===== src/rtl/burstcount_split_gearbox.sv =====
// Splits one source burst (address + burstcount1 length) into a sequence of legal
// sink bursts, honouring a maximum sink length, optional page boundaries and natural alignment.
module burstcount_split_gearbox #(
    parameter int ADDR_WIDTH         = 64,
    parameter int SOURCE_BURST_WIDTH = 7,
    parameter int SINK_BURST_WIDTH   = 3,
    parameter int NATURAL_ALIGNMENT  = 0,
    parameter int PAGE_SIZE          = 0
) (
    input  logic                          clk,
    input  logic                          reset_n,
    input  logic                          m_new_req,
    input  logic [ADDR_WIDTH-1:0]         m_addr,
    input  logic [SOURCE_BURST_WIDTH-1:0] m_burstcount,
    input  logic                          s_accept_req,
    output logic                          s_req_complete,
    output logic [ADDR_WIDTH-1:0]         s_addr,
    output logic [SINK_BURST_WIDTH-1:0]   s_burstcount
);

    localparam int RW = SOURCE_BURST_WIDTH + 1;
    localparam int CW = ((RW > SINK_BURST_WIDTH) ? RW : SINK_BURST_WIDTH) + 1;
    localparam logic [CW-1:0]         MAXB      = CW'(1) << (SINK_BURST_WIDTH - 1);
    localparam logic [ADDR_WIDTH-1:0] PAGE_L    = ADDR_WIDTH'(PAGE_SIZE);
    localparam logic [ADDR_WIDTH-1:0] PAGE_MASK = PAGE_L - ADDR_WIDTH'(1);

    // Largest legal chunk starting at line a with r lines still to go.
    function automatic logic [SINK_BURST_WIDTH-1:0] chunk_size(
        input logic [ADDR_WIDTH-1:0] a,
        input logic [RW-1:0]         r
    );
        logic [CW-1:0]         c;
        logic [CW-1:0]         pow;
        logic [ADDR_WIDTH-1:0] room;
        c    = (CW'(r) > MAXB) ? MAXB : CW'(r);
        room = PAGE_L - (a & PAGE_MASK);
        if (PAGE_SIZE != 0 && room < ADDR_WIDTH'(c)) begin
            c = CW'(room);
        end
        if (NATURAL_ALIGNMENT != 0) begin
            pow = CW'(1);
            for (int i = 1; i < CW; i++) begin
                if ((CW'(1) << i) <= c &&
                    (a & ((ADDR_WIDTH'(1) << i) - ADDR_WIDTH'(1))) == '0) begin
                    pow = CW'(1) << i;
                end
            end
            c = pow;
        end
        return c[SINK_BURST_WIDTH-1:0];
    endfunction

    logic [ADDR_WIDTH-1:0]       cur_addr_q, cur_addr_d;
    logic [RW-1:0]               remaining_q, remaining_d;
    logic [ADDR_WIDTH-1:0]       s_addr_q, s_addr_d;
    logic [SINK_BURST_WIDTH-1:0] s_burstcount_q, s_burstcount_d;
    logic                        s_req_complete_q, s_req_complete_d;
    logic [SINK_BURST_WIDTH-1:0] load_k, adv_k;

    always_comb begin
        load_k = chunk_size(m_addr, RW'(m_burstcount));
        adv_k  = chunk_size(cur_addr_q, remaining_q);
        // NOTE: every next-state variable gets a hold default first, so no path leaves it unassigned (no latch).
        cur_addr_d       = cur_addr_q;
        remaining_d      = remaining_q;
        s_addr_d         = s_addr_q;
        s_burstcount_d   = s_burstcount_q;
        s_req_complete_d = s_req_complete_q;
        if (m_new_req) begin
            s_addr_d         = m_addr;
            s_burstcount_d   = load_k;
            cur_addr_d       = m_addr + ADDR_WIDTH'(load_k);
            remaining_d      = RW'(m_burstcount) - RW'(load_k);
            s_req_complete_d = (remaining_d == '0);
        end else if (s_accept_req && !s_req_complete_q) begin
            s_addr_d         = cur_addr_q;
            s_burstcount_d   = adv_k;
            cur_addr_d       = cur_addr_q + ADDR_WIDTH'(adv_k);
            remaining_d      = remaining_q - RW'(adv_k);
            s_req_complete_d = (remaining_d == '0);
        end
    end

    // NOTE: sequential state uses non-blocking assignments so all registers update together at the edge.
    always_ff @(posedge clk) begin
        if (!reset_n) begin
            cur_addr_q       <= '0;
            remaining_q      <= '0;
            s_addr_q         <= '0;
            s_burstcount_q   <= SINK_BURST_WIDTH'(1);
            s_req_complete_q <= 1'b1;
        end else begin
            cur_addr_q       <= cur_addr_d;
            remaining_q      <= remaining_d;
            s_addr_q         <= s_addr_d;
            s_burstcount_q   <= s_burstcount_d;
            s_req_complete_q <= s_req_complete_d;
        end
    end

    assign s_addr         = s_addr_q;
    assign s_burstcount   = s_burstcount_q;
    assign s_req_complete = s_req_complete_q;

    // Caller-error flags; these have no hardware effect.
    always @(posedge clk) begin
        if (reset_n && m_new_req) begin
            assert (s_req_complete_q) else $error("new burst loaded while previous burst in progress");
            assert (m_burstcount != '0) else $error("illegal zero burstcount");
        end
    end

endmodule


===== config.mk =====
export PLATFORM = sky130hd
export DESIGN_NAME = burstcount_split_gearbox
export DESIGN_NICKNAME = d
export VERILOG_FILES = /design/src/rtl/burstcount_split_gearbox.sv
export SDC_FILE = /design/constraint.sdc
export NUM_CORES = 1
export LEC_CHECK = 0
export CAP_MARGIN = 10
export CORE_MARGIN = 3
export CORE_UTILIZATION = 45
export CTS_CLUSTER_DIAMETER = 100
export DETAILED_ROUTE_END_ITERATION = 10
export PLACE_DENSITY = 0.78
export SYNTH_ARGS = -nofsm -noshare
export SYNTH_HDL_FRONTEND = slang
export SYNTH_SLANG_ARGS = --single-unit

===== constraint.sdc =====
create_clock -name clk -period 5.63 [get_ports clk]
set_input_delay 1.689 -clock clk [delete_from_list [all_inputs] [get_ports clk]]
set_output_delay 1.689 -clock clk [all_outputs]
set_load 0.01 [all_outputs]

==> flow_summary.ini, run 1 <==
; physical design summary
[status]
status = completed

[final_timing]
min_period_over_period_pct = 88.9
worstMarginPinSlew_ns = 0.994
hold_violations = 0
max_clock_freq_mhz = 200
slew_violations = 0
period_needed_ns = 5.01
rsz0062_at_grt = false
maxSlewHeadroom_pct = 33.7
skew_ns = 0.00970
setup_tns_ns = 0
setup_violations = 0

[synthesis]
edf_count = 0
ys.flops = 140
syn_area_sq_um = 8420
ys_warn_count = 0
yosys_area_sq_um = 8420
seq_area_frac_synth_pct = 33.3
yosysCellCount = 1174
syn_inst = 1174
syn_avg_cell_area_sq_um = 7.17
async_flop_share_pct = 0
synth.distinct_cells = 58

[critical_path]
crit_arrival_ns = 5.28
cp-end-kind = flip-flop
cp_max_fo = 9
criticalPathCategory = in2reg
critPathRequiredTime_ns = 5.90
crit_path_start_kind = input pin

[min_path]
hold_class = reg2reg

[drt]
routed_via_density = 5.88
ant_nets = 0
drt-pass1-iter-count = 6
drc = 0
drtIter0Drc = 889

[power]
p_leak_nw = 3.55
intPower_mw = 2.05
switchingPower_uw = 748
power.density_nw_per_um2 = 264
power.share.switching_pct = 26.7
seq_power_share_pct = 40.0
ir_worst_vdd_mv = 0.224
power_mw = 2.80
clockPowerShare_pct = 44.3
power_frac_comb_pct = 15.7

[global_routing]
grt_max_degree = 78
grt_overflow = 0
grt_usage_pct = 24.8
antenna_found_initial = 0
grt_pass1_vias = 8321
grt_pass1_wl_mm = 41.3

[flow_run]
max_cap_viol_count = 0
warnings = 26

[clocking]
cts_max_level = 4
ctsResizeCount = 0
clkSlewWorstSetupHoldPaths_ns = 0.06
worstSkewPairLatency_ns = 0.43
cts_setup_buffers = 0
cts.sinks = 140
cts_tree = built
clk_path_buf_depth = 2
cts_made_buffers = 17
root_buffer = clkbuf_16
cts_hold_buf = 0

[floorplan]
dieHeight_um = 143
die_area_sq_um = 20400
pin_count = 143
initCoreUtil_pct = 46.4
die_w_um = 143

[finish]
lay_top_cells = nand2_1 (207), a21oi_1 (154), clkdlybuf4s50_1 (141)
flop_area_sq_um = 2800
combGateArea_sq_um = 5240
lay_top_count = nand2_1
layout-area-overhead-vs-synth_pct = 26.2
fillers = 1694
fin_nets = 1366
antennaDiodeCount = 0
stdcell_area_sq_um = 10600

[placed_design]
dpl-instance-area_sq_um = 9980
place.gp.congestion = 0.965
dp_hpwl_mm = 18.1
placement.io_buffers = 142
place_inst = 1491
dp_slack_ns = 0.360
-- run 1: power groups by stage --
stage                     sequential (mW)  clock, mW  combinational [mW]
after global placement               1.14          0               0.426
after floorplan                      1.13          0               0.237
final                                1.12       1.24               0.439
after detailed placement             1.14          0               0.432
after CTS                            1.12       1.25               0.437
after global routing                 1.13       1.29               0.480
-- run 1: final cells by class --
| class | count | area share, % |
|---|---|---|
| flip-flops and latches | 140 | 26.4 |
| clock buffers | 20 | 4.20 |
| clock inverters | 12 | 1.83 |
| inverters | 27 | 0.954 |
| multi-input cells | 935 | 49.3 |
| repair buffers | 160 | 14.6 |
| well taps | 229 | 2.70 |
-- run 1: layer usage --
metal | wire, um | track usage (%)
met1 | 11100 | 32.6
met2 | 12400 | 41.2
met3 | 1750 | 4.39
met4 | 596 | 8.50
met5 | 0 | 0
-- run 1: critical path: stages --
cell             delay, ns
clkdlybuf4s50_1       0.49
or3_1                 0.44
nor3_1                0.27
and2_1                0.22
ha_1                  0.22
fa_1                  0.23
a21oi_1               0.11
nor2_1                0.27
nand4_1               0.50
nor4_1                0.56
xnor2_1               0.17
o22ai_1               0.09
-- run 1: state kept, by name, indices dropped and copies added, names as in the netlist --
name	flops
cur_addr_q	64
s_addr	64
remaining_q	8
s_burstcount	3
s_req_complete	1
-- run 1: cells by family (layout without fill, tap and decap cells) --
family                   Yosys count  in the layout  synth area share, %
AND-OR/OR-AND                    256            256                 17.5
XOR/XNOR                         115            115                 12.0
adder cells (fa/ha/maj)           10             10                 1.66
buffers and inverters            100            219                 4.61
flip-flops                       140            140                 33.3
multiplexers                       1              1                0.119
other                              1              2               0.0445
AND/OR/NAND/NOR                  551            551                 30.8
-- run 1: path summary, 6_finish.rpt --
kind	cells after the start	slack (ns)	end	start
max reg2reg	9	1.39	cur_addr_q[58]	remaining_q[4]
min reg2reg	2	0.53	s_addr[26]	s_addr[26]
min	2	0.53	s_addr[26]	s_addr[26]
max	12	0.62	cur_addr_q[60]	m_burstcount[3]
-- run 1: synthesized netlist by cell type, types with 7 or more instances --
| library cell | n | share of area (%) |
|---|---|---|
| nand2_1 | 207 | 9.2 |
| a21oi_1 | 154 | 9.2 |
| nor3_1 | 50 | 3.0 |
| xor2_1 | 28 | 2.9 |
| nand3_1 | 38 | 2.3 |
| dfxtp_1 | 140 | 33 |
| ha_1 | 8 | 1.2 |
| nor4_1 | 30 | 2.2 |
| nand4_1 | 42 | 3.1 |
| o21ai_0 | 15 | 0.89 |
| nor2_1 | 129 | 5.8 |
| xnor2_1 | 87 | 9.1 |
| and4_1 | 7 | 0.73 |
| or3_1 | 9 | 0.67 |
| o22ai_1 | 37 | 2.7 |
| clkbuf_1 | 67 | 3.0 |
| a211oi_1 | 23 | 2.1 |
| inv_1 | 26 | 1.2 |
-- run 1: stage by stage --
stage / hold WS [ns] / util (%)
2_1_floorplan: 0.482 / -
3_3_place_gp: 0.507 / 55.0
3_5_place_dp: 0.515 / 55.0
4_1_cts: 0.527 / 58.5
5_1_grt: 0.548 / 58.5
6_report: 0.525 / 58.5
==> run_1/layers.png <==
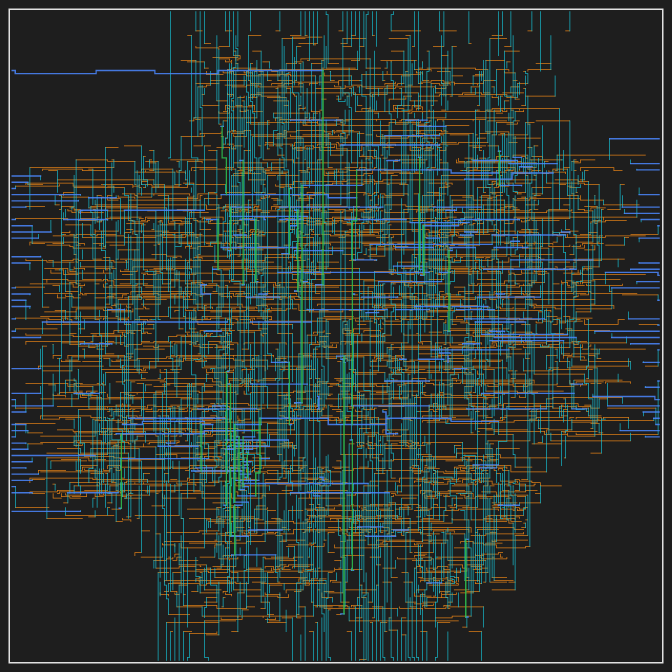
legend:
  blue:
    layer: M3
    wire_length: 1750 um
  cyan:
    layer: M2
    wire_length: 12400 um
  green:
    layer: M4
    wire_length: 596 um
  orange:
    layer: M1
    wire_length: 11100 um
Routed WL per cell: 17.0 um
DRT Wirelength: 25.9 mm
Via Count: 8961

==> run_1/sizing.png <==
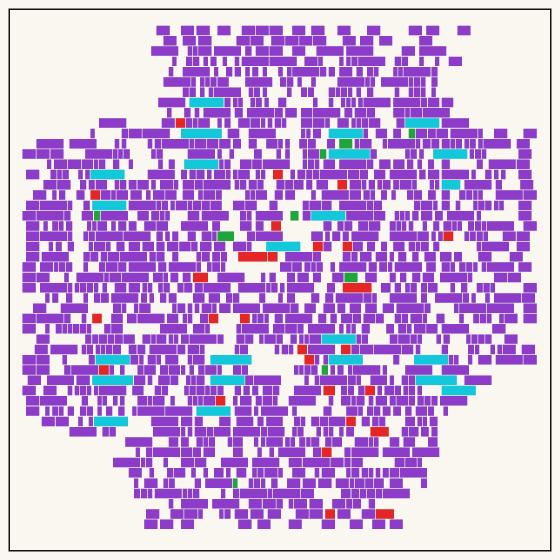
legend:
  red:
    size: x3 and x4
    cells: 27
    most_used: buf_4
  green:
    size: x2
    cells: 9
    most_used: clkinv_2
  cyan:
    size: x6 and larger
    cells: 23
    most_used: clkbuf_16
  purple:
    size: x1 and smaller
    cells: 1235
    most_used: nand2_1
nonclk buf count: 160
final worst setup slack: 0.624 ns

==> run_1/placed.png <==
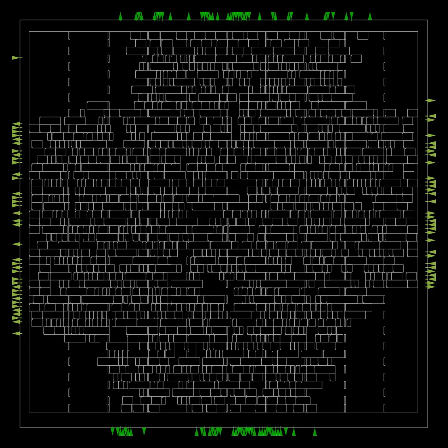
Finished Layout Cells: 1523
core area: 18100 sq um
Rows: 49

==> run_1/class_map.png <==
Fill, decap, tap and diode cells in grey.
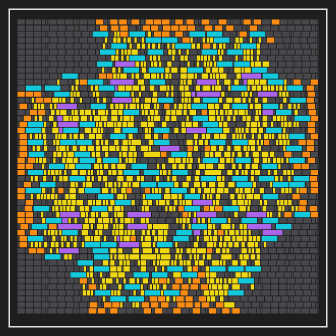
legend:
  cyan:
    class: sequential cells
    cells: 140
    share_of_their_area: 27%
  yellow:
    class: remaining logic cells
    cells: 962
    share_of_their_area: 52%
  orange:
    class: remaining buffers and delay cells
    cells: 160
    share_of_their_area: 15%
  purple:
    class: clock drivers and dummy loads
    cells: 32
    share_of_their_area: 6.2%

==> run_1/port_trees.png <==
Scale bar: 50 um.
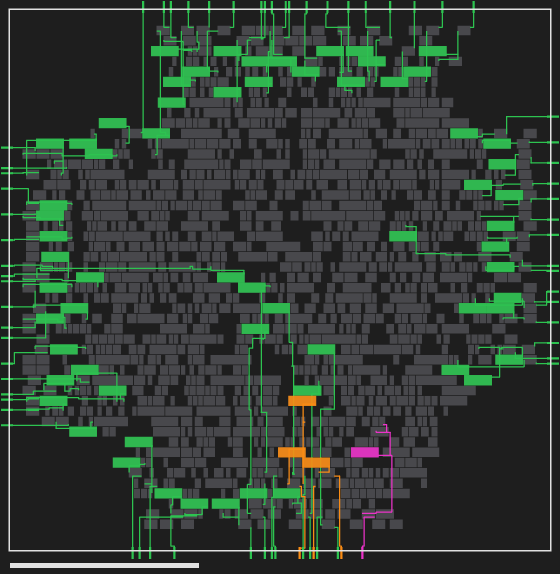

==> run 2: changes to the inputs <==
--- a/config.mk
+++ b/config.mk
@@ -10,6 +10,7 @@
 export CORE_UTILIZATION = 45
 export CTS_CLUSTER_DIAMETER = 100
 export DETAILED_ROUTE_END_ITERATION = 10
+export GPL_TIMING_DRIVEN = 0
 export PLACE_DENSITY = 0.78
 export SYNTH_ARGS = -nofsm -noshare
 export SYNTH_HDL_FRONTEND = slang
==> run_2/port_trees.png <==
Scale bar: 50 um.
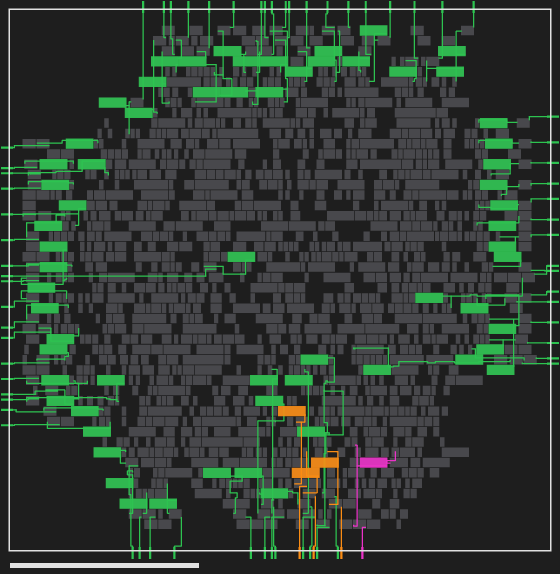
legend:
  green:
    port: s_addr
    bits: 64
    direction: output
    edge: 19 north, 18 west, 15 east, 12 south
    end_cells: 64
    buffers: 64
    wire: 1760 um
  orange:
    port: s_burstcount
    bits: 3
    direction: output
    edge: south
    end_cells: 3
    buffers: 3
    wire: 103 um
  magenta:
    port: s_req_complete
    bits: 1
    direction: output
    edge: south
    end_cells: 1
    buffers: 1
    wire: 43.8 um

==> run_2/layers.png <==
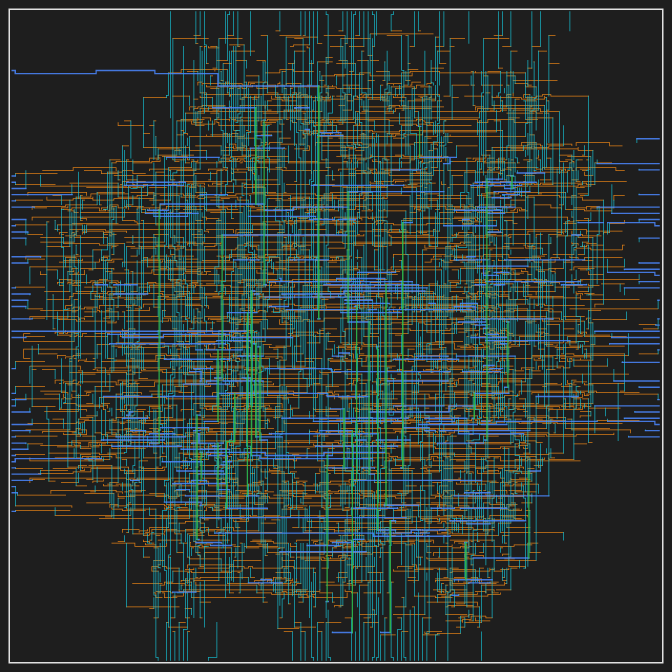
legend:
  blue:
    layer: M3
    wire_length: 2390 um
  orange:
    layer: M1
    wire_length: 12200 um
  cyan:
    layer: M2
    wire_length: 13000 um
  green:
    layer: M4
    wire_length: 863 um

==> run_2/class_map.png <==
Fill, decap, tap and diode cells in grey.
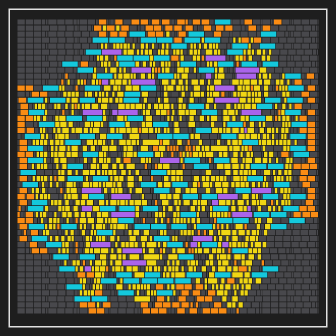
legend:
  purple:
    class: clock drivers and dummy loads
    cells: 32
    share_of_their_area: 6.3%
  yellow:
    class: remaining logic cells
    cells: 962
    share_of_their_area: 51%
  cyan:
    class: sequential cells
    cells: 140
    share_of_their_area: 27%
  orange:
    class: remaining buffers and delay cells
    cells: 208
    share_of_their_area: 16%

==> flow_summary.ini, run 2 <==
; physical design summary
[drt]
drc = 0
ant_nets = 0
routedWlPerCell_um = 18.1
drtIter0Drc = 955
drt-pass1-iter-count = 7
via_count = 9333
routed_via_density = 5.94
finalWirelength_mm = 28.4

[flow_run]
max_cap_viol_count = 0
warnings = 26

[placed_design]
place.gp.congestion = 0.947
placement.io_buffers = 134
place_inst = 1538
dp_hpwl_mm = 20.6

[critical_path]
crit_arrival_ns = 5.64
critPathRequiredTime_ns = 5.98
rr_startpoint = remaining_q[4]
cp_max_fo = 10
cp-end-kind = flip-flop
criticalPathCategory = in2reg
crit_path_start_kind = input pin
slowest_delay_ns = 0.58
rrSetupSlack_ns = 0.89
path_cells = clkdlybuf4s50_1, or3_1, nor3_1, and2_1, ha_1, fa_1, a21oi_1, nor2_1, nand4_1, nor4_1, xnor2_1, a211oi_1
critPathLaunch = m_burstcount[3]
crit_slowest_cell = nand4_1

[synthesis]
ys.flops = 140
syn_avg_cell_area_sq_um = 7.17
seq_area_frac_synth_pct = 33.3
synthTopCellsByArea = dfxtp_1 (33%), nand2_1 (9.2%), a21oi_1 (9.2%)
ys_warn_count = 0
async_flop_share_pct = 0
synth.distinct_cells = 58
yosysCellCount = 1174
syn_area_sq_um = 8420
edf_count = 0
top_area_share_pct = 33.3
syn_inst = 1174
top_cell = nand2_1

[clocking]
clkSlewWorstSetupHoldPaths_ns = 0.06
cts_hold_buf = 0
cts_max_level = 4
cts_setup_buffers = 0
clk_path_buf_depth = 2
cts.sinks = 140
cts_tree = built
root_buffer = clkbuf_16
worstSkewPairLatency_ns = 0.44
ctsResizeCount = 0
cts_made_buffers = 17

[power]
p_leak_nw = 3.53
power.density_nw_per_um2 = 265

[global_routing]
grt_overflow = 0
grt_max_degree = 17
grt_usage_pct = 27.3
grt_pass1_vias = 8749
grt_pass1_wl_mm = 44.6
antenna_found_initial = 0

[finish]
fin_nets = 1414
antennaDiodeCount = 0
layout-area-overhead-vs-synth_pct = 27.2
fillers = 1695
instances_no_fill = 1571
lay_top_cells = nand2_1 (207), a21oi_1 (154), dfxtp_1 (140)

[final_timing]
setup_violations = 0
min_period_over_period_pct = 94.0
period_needed_ns = 5.29
worstMarginPinSlew_ns = 1.26
rsz0062_at_grt = false
slew_violations = 0
hold_violations = 0
maxSlewHeadroom_pct = 15.6
setup_tns_ns = 0
max_clock_freq_mhz = 189
skew_ns = 0.0113

[floorplan]
die_area_sq_um = 20400
fp.coreArea_sq_um = 18100
pin_count = 143
dieHeight_um = 143
num_rows = 49
initCoreUtil_pct = 46.4
die_w_um = 143

[status]
status = completed

[min_path]
hold_class = reg2reg
min_from = s_addr[26]
[run 2: cell counts after synthesis]
No cell type changed its count.
[run 2: area by class of cell]
| type | instances | area [sq um] | share of cell area (%) |
|---|---|---|---|
| inverters | 27 | 101 | 0.946 |
| plain buffers | 73 | 287 | 2.67 |
| well taps | 229 | 287 | 2.67 |
| flip-flops and latches | 140 | 2800 | 26.2 |
| clock inverters | 13 | 214 | 2.00 |
| repair buffers | 135 | 1350 | 12.6 |
| multi-input cells | 935 | 5230 | 48.8 |
| clock buffers | 19 | 443 | 4.13 |
[run 2: metrics by stage]
stage | power, mW | hold WS (ns) | area (sq um) | setup slack, ns | utilization, %
after floorplan | 1.37 | 0.482 | 8420 | 1.37 | -
after global placement | 1.58 | 0.466 | 10100 | 0.188 | 55.4
after detailed placement | 1.58 | 0.471 | 10100 | 0.0647 | 55.4
after CTS | 2.84 | 0.488 | 10700 | 0.513 | 59.0
after global routing | 2.94 | 0.523 | 10700 | 0.0356 | 59.0
final | 2.84 | 0.498 | 10700 | 0.338 | 59.0
[run 2: power by group]
part / total [mW] / switching, mW / internal [mW]
sequential: 1.12 / 0.0635 / 1.05
clock: 1.27 / 0.467 / 0.801
combinational: 0.459 / 0.256 / 0.203
[run 2: metal layers]
layer  global-route usage, %  up-vias  part of all wire, %  routed length [um]
met5                       0        -                    0                   0
met4                    10.0        0                  3.0                 862
met3                    5.63       72                  8.4                2390
met2                    43.3      491                   46               13000
met1                    36.9     4331                   43               12200
li1                        -     4439                    -                   -
[run 2: worst max-delay path, delay by kind of cell]
kind	cells	cell delay, ns
compound gates	2	0.37
buf+inv	1	0.51
simple gates	6	2.40
xor+xnor	1	0.15
fa+ha+maj	2	0.50
[run 2: kinds of logic (layout without fill, tap and decap cells)]
| kind of cell | after synthesis | in the layout | share of synthesized area [%] |
|---|---|---|---|
| XOR/XNOR | 115 | 115 | 12.0 |
| other | 1 | 2 | 0.0445 |
| buffers and inverters | 100 | 267 | 4.61 |
| AND-OR/OR-AND | 256 | 256 | 17.5 |
| AND/OR/NAND/NOR | 551 | 551 | 30.8 |
| multiplexers | 1 | 1 | 0.119 |
| flip-flops | 140 | 140 | 33.3 |
| adder cells (fa/ha/maj) | 10 | 10 | 1.66 |
[run 2: worst paths after layout]
check / end / depth (start not counted)
max: cur_addr_q[52] / 12
min: s_addr[26] / 2
max reg2reg: cur_addr_q[57] / 10
min reg2reg: s_addr[26] / 2
==> run_2/sizing.png <==
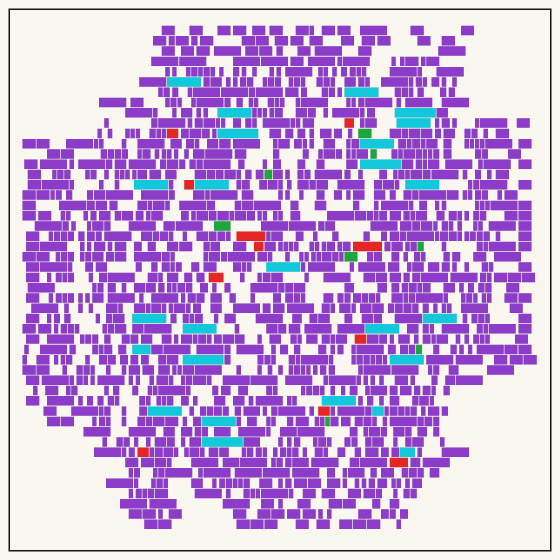

==> run 3: changes to the inputs <==
--- a/config.mk
+++ b/config.mk
@@ -6,12 +6,14 @@
 export NUM_CORES = 1
 export LEC_CHECK = 0
 export CAP_MARGIN = 10
+export CELL_PAD_IN_SITES_DETAIL_PLACEMENT = 2
+export CELL_PAD_IN_SITES_GLOBAL_PLACEMENT = 2
 export CORE_MARGIN = 3
-export CORE_UTILIZATION = 45
+export CORE_UTILIZATION = 32
 export CTS_CLUSTER_DIAMETER = 100
 export DETAILED_ROUTE_END_ITERATION = 10
 export GPL_TIMING_DRIVEN = 0
-export PLACE_DENSITY = 0.78
+export PLACE_DENSITY = 0.94
 export SYNTH_ARGS = -nofsm -noshare
 export SYNTH_HDL_FRONTEND = slang
 export SYNTH_SLANG_ARGS = --single-unit
==> run_3/sizing.png <==
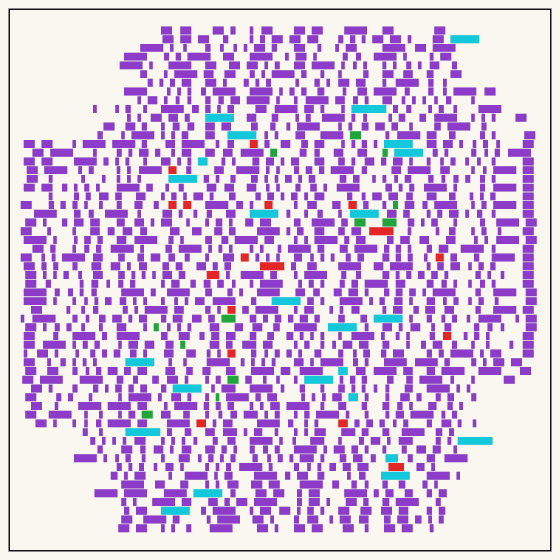
finished layout cell area: 10900 sq um
final worst setup slack: -0.00128 ns
Area Growth Syn to Fin: 28.9%
nonclk buf count: 215

==> run_3/class_map.png <==
Fill, decap, tap and diode cells in grey.
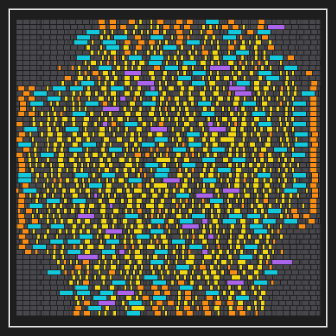
core area: 25500 sq um
sequential cell area share: 25.8%
Core Util, Final: 42.5%
Rows: 58

==> run_3/port_trees.png <==
Scale bar: 50 um.
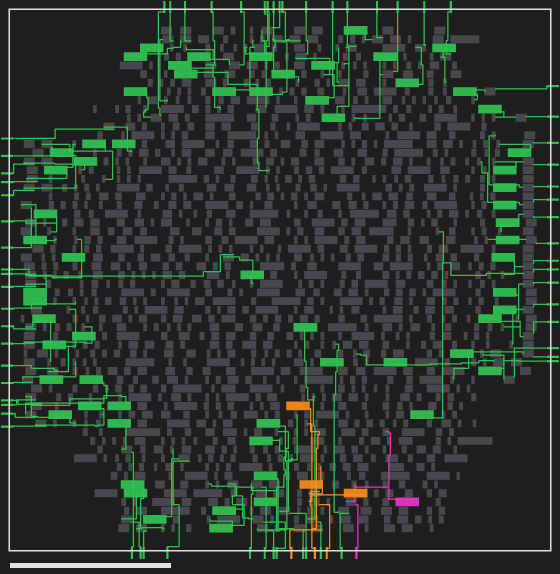
legend:
  green:
    port: s_addr
    bits: 64
    direction: output
    edge: 19 west, 17 north, 16 east, 12 south
    end_cells: 64
    buffers: 64
    wire: 2550 um
  orange:
    port: s_burstcount
    bits: 3
    direction: output
    edge: south
    end_cells: 3
    buffers: 3
    wire: 156 um
  magenta:
    port: s_req_complete
    bits: 1
    direction: output
    edge: south
    end_cells: 1
    buffers: 1
    wire: 65.6 um

==> flow_summary.ini, run 3 <==
; physical design summary
[global_routing]
grt_overflow = 0
grt_pass1_wl_mm = 70.8
antenna_found_initial = 0
grt_usage_pct = 32.0

[critical_path]
reg2reg_depth = 10
cp_max_fo = 10
path_cells = clkdlybuf4s50_1, nand3_1, nor4_1, nand4b_1, clkbuf_1, nor3_1, xnor2_1, a211oi_1
slowest_delay_ns = 1.30
criticalPathCategory = in2reg
critPathCapture = cur_addr_q[61]
rrSetupSlack_ns = 0.33
crit_family = simple AND/OR/NAND/NOR gates
reg2reg_to = cur_addr_q[61]
crit_slowest_cell = nor4_1
crit_arrival_ns = 5.94
cp_num_cells = 8
crit_buf_inv = 2

[synthesis]
async_flop_share_pct = 0
syn_inst = 1174
top_area_share_pct = 33.3
syn_avg_cell_area_sq_um = 7.17
netlist_top_cells_count = nand2_1 (207), a21oi_1 (154), dfxtp_1 (140), nor2_1 (129), xnor2_1 (87)
yosys_area_sq_um = 8420
top_cell = nand2_1
ys_warn_count = 0
yosysCellCount = 1174

[final_timing]
skew_ns = 0.0195
setup_violations = 1
maxSlewHeadroom_pct = 1.68
hold-worst-slack_ns = 0.550
worst_slack_ns = -0.00128
hold_violations = 0
min_period_over_period_pct = 100

[clocking]
cts_made_buffers = 17
cts_max_level = 4
worstSkewPairLatency_ns = 0.47
cts_hold_buf = 0
cts.sinks = 140
clk_path_buf_depth = 2

[power]
p_leak_nw = 3.53
ir_worst_vdd_mv = 0.161
power.density_nw_per_um2 = 267

[status]
violations = max-capacitance violations, negative setup slack
status = finished with violations

[finish]
lay_top_cells = nand2_1 (207), a21oi_1 (154), dfxtp_1 (140)
antennaDiodeCount = 0
instances_no_fill = 1679
fillers = 2917

[floorplan]
dieHeight_um = 168
die_w_um = 168
initCoreUtil_pct = 33.0

[drt]
drt-pass1-iter-count = 5
drtIter0Drc = 870
finalWirelength_mm = 48.2
via_count = 10570
drc = 0

[min_path]
hold_depth = 2

[flow_run]
warnings = 26
max_cap_viol_count = 1

[placed_design]
dpl-instance-area_sq_um = 10200
run 3: cells by family (layout without fill, tap and decap cells):
kind of cell	Yosys count	in the layout	synth area share [%]
other	1	2	0.0445
multiplexers	1	1	0.119
AND-OR/OR-AND	256	256	17.5
buffers and inverters	100	274	4.61
adder cells (fa/ha/maj)	10	10	1.66
AND/OR/NAND/NOR	551	551	30.8
XOR/XNOR	115	115	12.0
flip-flops	140	140	33.3
run 3: worst min path at each step:
stage / start / endpoint / slack [ns]
6_report: s_addr[26] / s_addr[26] / 0.55
5_1_grt: s_addr[26] / s_addr[26] / 0.58
4_1_cts: s_addr[26] / s_addr[26] / 0.52
3_5_place_dp: s_addr[26] / s_addr[26] / 0.48
3_3_place_gp: s_addr[26] / s_addr[26] / 0.47
2_1_floorplan: remaining_q[7] / remaining_q[7] / 0.48
run 3: worst min-delay path, cell delays in order, from the launching register on:
cell	delay, ns
dfxtp_1	0.32
nand2_1	0.08
a31oi_1	0.09
run 3: final cells by class:
class,count,area (sq um),share of cell area (%)
Tap cell,330,413,3.81
Inverter,27,101,0.934
Sequential cell,140,2800,25.8
Multi-Input combinational cell,935,5250,48.4
Buffer,73,287,2.64
Timing Repair Buffer,142,1400,12.9
Clock buffer,19,433,3.99
Clock inverter,13,166,1.53
run 3: power by group:
group | total, mW | switching, mW | internal, mW
Combinational | 0.531 | 0.326 | 0.205
Clock | 1.23 | 0.533 | 0.701
Sequential | 1.13 | 0.0796 | 1.05
Total | 2.90 | 0.939 | 1.96
run 3: through the flow:
step,power [mW],TNS [ns]
4_1_cts,2.87,0
3_5_place_dp,1.63,-2.31
3_3_place_gp,1.60,-0.0812
6_report,2.90,-0.00128
5_1_grt,2.97,-0.0206
2_1_floorplan,1.37,0
run 3: layer usage:
layer / global-route usage [%] / wire length [um]
met5: 0 / 0
met1: 37.4 / 18300
met3: 6.64 / 3560
met2: 54.1 / 23000
met4: 18.9 / 3360
run 3: what timing repair did:
action,4_1_cts,5_1_grt
pin swaps,2,1
gates resized,1,0
buffers inserted,3,4
setup endpoints to repair,5,13
No activity file was given, so power comes from the tool's default toggle rates.
